**config.mk**
```make
export PLATFORM = sky130hd
export DESIGN_NAME = cam_frame_capture
export DESIGN_NICKNAME = d
export VERILOG_FILES = /design/src/rtl/cam_pkg.sv /design/src/rtl/cam_sync_edge.sv /design/src/rtl/cam_frame_capture.sv
export SDC_FILE = /design/constraint.sdc
export NUM_CORES = 1
export LEC_CHECK = 0
export CORE_ASPECT_RATIO = 1.25
export CORE_MARGIN = 3
export CORE_UTILIZATION = 38
export CTS_BUF_LIST = sky130_fd_sc_hd__clkbuf_8 sky130_fd_sc_hd__clkbuf_16
export DETAILED_ROUTE_END_ITERATION = 10
export PLACE_DENSITY = 0.69
export SETUP_SLACK_MARGIN = 0.4
export SLEW_MARGIN = 20
export SYNTH_ARGS = -nofsm -noshare
export SYNTH_HDL_FRONTEND = slang
export SYNTH_HIERARCHICAL = 1
export SYNTH_SLANG_ARGS = --single-unit
```
**constraint.sdc**
```tcl
create_clock -name clk -period 2.75 [get_ports clk]
set_input_delay 0.4125 -clock clk [delete_from_list [all_inputs] [get_ports clk]]
set_output_delay 0.4125 -clock clk [all_outputs]
set_load 0.02 [all_outputs]
```
**src/rtl/cam_pkg.sv**
```systemverilog
//==============================================================================
// Module      : cam_pkg
// Description : Shared definitions for the camera capture path: OV7670 QQVGA
//               geometry, capture FSM state encoding and RGB565->RGB332 packing.
// Revision    : 1.0 - initial release
//==============================================================================
`default_nettype none

package cam_pkg;

   // OV7670 QQVGA output geometry
   localparam int QQVGA_H_PIX   = 160;
   localparam int QQVGA_V_LINES = 120;

   // Capture FSM state encoding
   localparam logic [1:0] ST_IDLE    = 2'd0;
   localparam logic [1:0] ST_WAIT_VS = 2'd1;
   localparam logic [1:0] ST_CAPTURE = 2'd2;
   localparam logic [1:0] ST_DONE    = 2'd3;

   typedef enum logic [1:0] {
      S_IDLE    = ST_IDLE,
      S_WAIT_VS = ST_WAIT_VS,
      S_CAPTURE = ST_CAPTURE,
      S_DONE    = ST_DONE
   } cap_state_t;

   // RGB565 arrives high byte first (RRRRRGGG, GGGBBBBB); keep the top
   // 3 bits of red, top 3 bits of green and top 2 bits of blue.
   function automatic logic [7:0] rgb565_to_rgb332(input logic [7:0] hi,
                                                   input logic [7:0] lo);
      return {hi[7:5], hi[2:0], lo[4:3]};
   endfunction

endpackage

`default_nettype wire

```
**src/rtl/cam_sync_edge.sv**
```systemverilog
//==============================================================================
// Module      : cam_sync_edge
// Description : Two-flop synchronizer for an asynchronous camera control line,
//               with a third flop providing one-cycle rise/fall pulses.
// Revision    : 1.0 - initial release
//==============================================================================
`default_nettype none

module cam_sync_edge (
   input  logic clk,
   input  logic reset,
   input  logic i_d,
   output logic o_q,
   output logic o_rise,
   output logic o_fall
);

   logic r_s1;
   logic r_s2;
   logic r_s3;

   // Synchronizer chain plus one history flop for edge detection
   always_ff @(posedge clk) begin
      if (!reset) begin
         r_s1 <= 1'b0;
         r_s2 <= 1'b0;
         r_s3 <= 1'b0;
      end else begin
         r_s1 <= i_d;
         r_s2 <= r_s1;
         r_s3 <= r_s2;
      end
   end

   assign o_q    = r_s2;
   assign o_rise = r_s2 & ~r_s3;
   assign o_fall = ~r_s2 & r_s3;

endmodule

`default_nettype wire

```
**src/rtl/cam_frame_capture.sv**
```systemverilog
//==============================================================================
// Module      : cam_frame_capture
// Description : Samples the OV7670 parallel bus in the system clock domain,
//               assembles RGB565 byte pairs, packs them to RGB332 and writes
//               exactly one frame into the frame buffer per accepted arm.
// Revision    : 1.0 - initial release
//==============================================================================
`default_nettype none

module cam_frame_capture
   import cam_pkg::*;
#(
   parameter int H_PIX   = QQVGA_H_PIX,
   parameter int V_LINES = QQVGA_V_LINES,
   parameter int ADDR_W  = 15
) (
   input  logic              clk,
   input  logic              reset,
   input  logic              pclk,
   input  logic              vsync,
   input  logic              href,
   input  logic [7:0]        din,
   input  logic              arm,
   output logic              busy,
   output logic              done,
   output logic              frame_err,
   output logic              mem_we,
   output logic [ADDR_W-1:0] mem_addr,
   output logic [7:0]        mem_data
);

   // Line counter is wide enough to reach V_LINES+1 and saturates, so a
   // runaway camera can never wrap back to a "correct" count.
   localparam int                LINE_W  = $clog2(V_LINES + 2);
   localparam logic [ADDR_W:0]   c_TOTAL = (ADDR_W + 1)'(H_PIX * V_LINES);
   localparam logic [LINE_W-1:0] c_LINES = LINE_W'(V_LINES);

   logic              w_pclk_s, w_pclk_rise, w_pclk_fall;
   logic              w_href_s, w_href_rise, w_href_fall;
   logic              w_vsync_s, w_vsync_rise, w_vsync_fall;
   logic              w_unused;

   logic [7:0]        r_din1;
   logic [7:0]        r_din2;
   cap_state_t        r_state;
   logic              r_phase;
   logic [7:0]        r_hi_byte;
   logic [ADDR_W:0]   r_pix_cnt;
   logic [LINE_W-1:0] r_line_cnt;

   logic              w_byte_ok;
   logic              w_pix_full;
   logic              w_pix_write;
   logic [ADDR_W:0]   w_pix_next;

   cam_sync_edge u_sync_pclk (
      .clk    (clk),
      .reset  (reset),
      .i_d    (pclk),
      .o_q    (w_pclk_s),
      .o_rise (w_pclk_rise),
      .o_fall (w_pclk_fall)
   );

   cam_sync_edge u_sync_href (
      .clk    (clk),
      .reset  (reset),
      .i_d    (href),
      .o_q    (w_href_s),
      .o_rise (w_href_rise),
      .o_fall (w_href_fall)
   );

   cam_sync_edge u_sync_vsync (
      .clk    (clk),
      .reset  (reset),
      .i_d    (vsync),
      .o_q    (w_vsync_s),
      .o_rise (w_vsync_rise),
      .o_fall (w_vsync_fall)
   );

   // Only the pulses below are consumed; the remaining sync outputs are idle.
   assign w_unused = ^{w_pclk_s, w_pclk_fall, w_href_rise, w_vsync_s};

   // Data bus gets the same two-flop delay as pclk so it lines up with pclk_rise
   always_ff @(posedge clk) begin
      if (!reset) begin
         r_din1 <= 8'h00;
         r_din2 <= 8'h00;
      end else begin
         r_din1 <= din;
         r_din2 <= r_din1;
      end
   end

   // Byte-accept and pixel-write qualifiers for the current cycle
   always_comb begin
      w_byte_ok   = (r_state == S_CAPTURE) && w_pclk_rise && w_href_s;
      w_pix_full  = (r_pix_cnt == c_TOTAL);
      w_pix_write = w_byte_ok && r_phase && !w_pix_full;
      w_pix_next  = r_pix_cnt + {{ADDR_W{1'b0}}, w_pix_write};
   end

   // Capture FSM with registered status and frame-buffer write outputs
   always_ff @(posedge clk) begin
      if (!reset) begin
         r_state    <= S_IDLE;
         r_phase    <= 1'b0;
         r_hi_byte  <= 8'h00;
         r_pix_cnt  <= '0;
         r_line_cnt <= '0;
         busy       <= 1'b0;
         done       <= 1'b0;
         frame_err  <= 1'b0;
         mem_we     <= 1'b0;
         mem_addr   <= '0;
         mem_data   <= 8'h00;
      end else begin
         mem_we <= 1'b0;
         done   <= 1'b0;
         // Address advances the cycle after each strobe, so it always
         // names the next pixel to be written.
         if (mem_we) begin
            mem_addr <= mem_addr + ADDR_W'(1);
         end

         case (r_state)
            S_IDLE: begin
               if (arm) begin
                  r_state   <= S_WAIT_VS;
                  busy      <= 1'b1;
                  frame_err <= 1'b0;
               end
            end

            // Falling vsync marks the end of blanking; anything earlier
            // would be a partial frame.
            S_WAIT_VS: begin
               if (w_vsync_fall) begin
                  r_state    <= S_CAPTURE;
                  r_pix_cnt  <= '0;
                  r_line_cnt <= '0;
                  r_phase    <= 1'b0;
                  mem_addr   <= '0;
               end
            end

            S_CAPTURE: begin
               if (w_byte_ok) begin
                  if (!r_phase) begin
                     r_hi_byte <= r_din2;
                     r_phase   <= 1'b1;
                  end else begin
                     r_phase <= 1'b0;
                     if (w_pix_full) begin
                        frame_err <= 1'b1;
                     end else begin
                        mem_we    <= 1'b1;
                        mem_data  <= rgb565_to_rgb332(r_hi_byte, r_din2);
                        r_pix_cnt <= w_pix_next;
                     end
                  end
               end
               // End of line: a dangling high byte means the line was odd
               if (w_href_fall) begin
                  if (r_line_cnt != '1) begin
                     r_line_cnt <= r_line_cnt + LINE_W'(1);
                  end
                  r_phase <= 1'b0;
                  if (r_phase) begin
                     frame_err <= 1'b1;
                  end
               end
               // End of frame; a write in this same cycle still lands
               if (w_vsync_rise) begin
                  r_state <= S_DONE;
                  busy    <= 1'b0;
                  done    <= 1'b1;
                  if ((w_pix_next != c_TOTAL) || (r_line_cnt != c_LINES)) begin
                     frame_err <= 1'b1;
                  end
               end
            end

            S_DONE: begin
               r_state <= S_IDLE;
            end

            default: begin
               r_state <= S_IDLE;
            end
         endcase
      end
   end

endmodule

`default_nettype wire

```
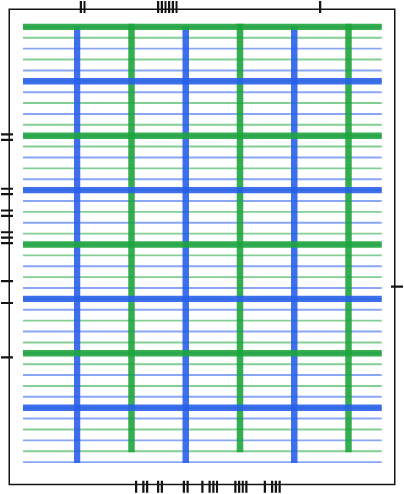
Fig. 1. Power grid.
(4 px per um) Pins as bars on the die edge.
[green] VDD
[blue] VSS
met4 straps: 6
met1 rails: 41
met5 straps: 8
VDD IR max: 0.415 mV
Core ar.: 0.00976 sq mm
Die W: 96.0 um
die height: 118 um

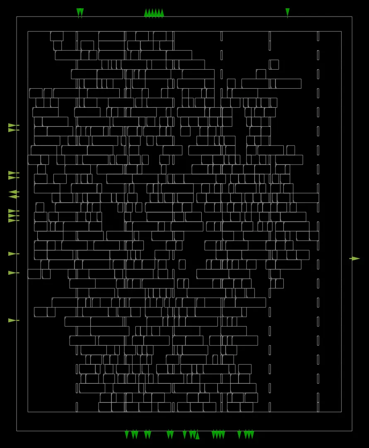
Fig. 2. Cell outlines without signal wires.
Finished Layout Cells: 635
number of fill cells: 887
# Taps: 126

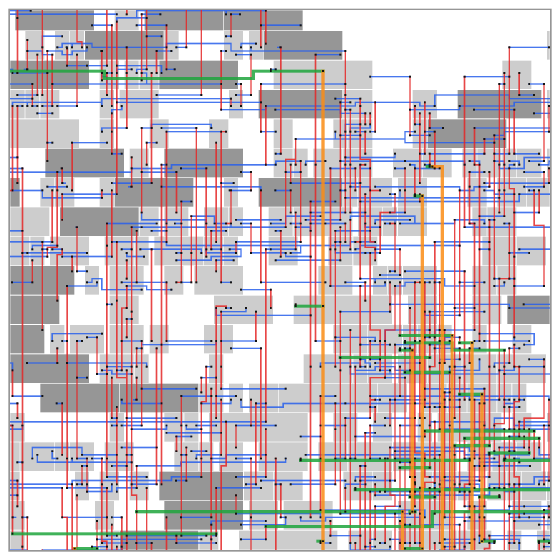
Fig. 3. Zoomed window.
Window x 23 to 73, y 58 to 108 um. Cells in grey, sequential cells in the stronger grey; small squares are vias.
[blue] metal 1
[orange] metal 4
[red] metal 2
[green] metal 3
netlist names of flops here include: r_pix_cnt (8), r_line_cnt (6), mem_data (5)
cells with their middle in the window: 200
most frequent: nand2_1 (33), dfxtp_1 (20), buf_4 (17)
sequential cells in the window: 24

==> results.json <==
{
  "status": "completed",
  "overflow": 0,
  "cts_max_level": 3,
  "cp.required_ps": 2960,
  "numCtsBuffers": 9,
  "largest_reg_flops": 16,
  "final-seq-area_sq_mm": 0.00170,
  "syn-instance-count": 453,
  "timing.rr.start": "r_pix_cnt[13]$_SDFFE_PN0P_",
  "cts_setup_buffers": 3,
  "die-area_sq_mm": 0.0114,
  "rsz0062_at_grt": "true",
  "clk_path_buf_depth": 2,
  "io_buffers": 40,
  "ys_warn_count": 6,
  "rows": 40,
  "cp_max_fo": 4,
  "layout_top_cell": "dfxtp_1",
  "ios": 41,
  "worstPathArrival_ps": 2640,
  "fin_crit_ps": 2430,
  "nonClkBufAreaFrac_pct": 12.5,
  "reg_top3": "r_pix_cnt: 16 flops, mem_addr: 15 flops",
  "busiest_layer": "met2",
  "worstSkewPairLatency_ps": 330,
  "cp_slowest_cell": "dfxtp_4",
  "setup_viol": 0,
  "inverters": 13,
  "initialDrtViolationCount": 245,
  "critPathLaunchType": "register"
}
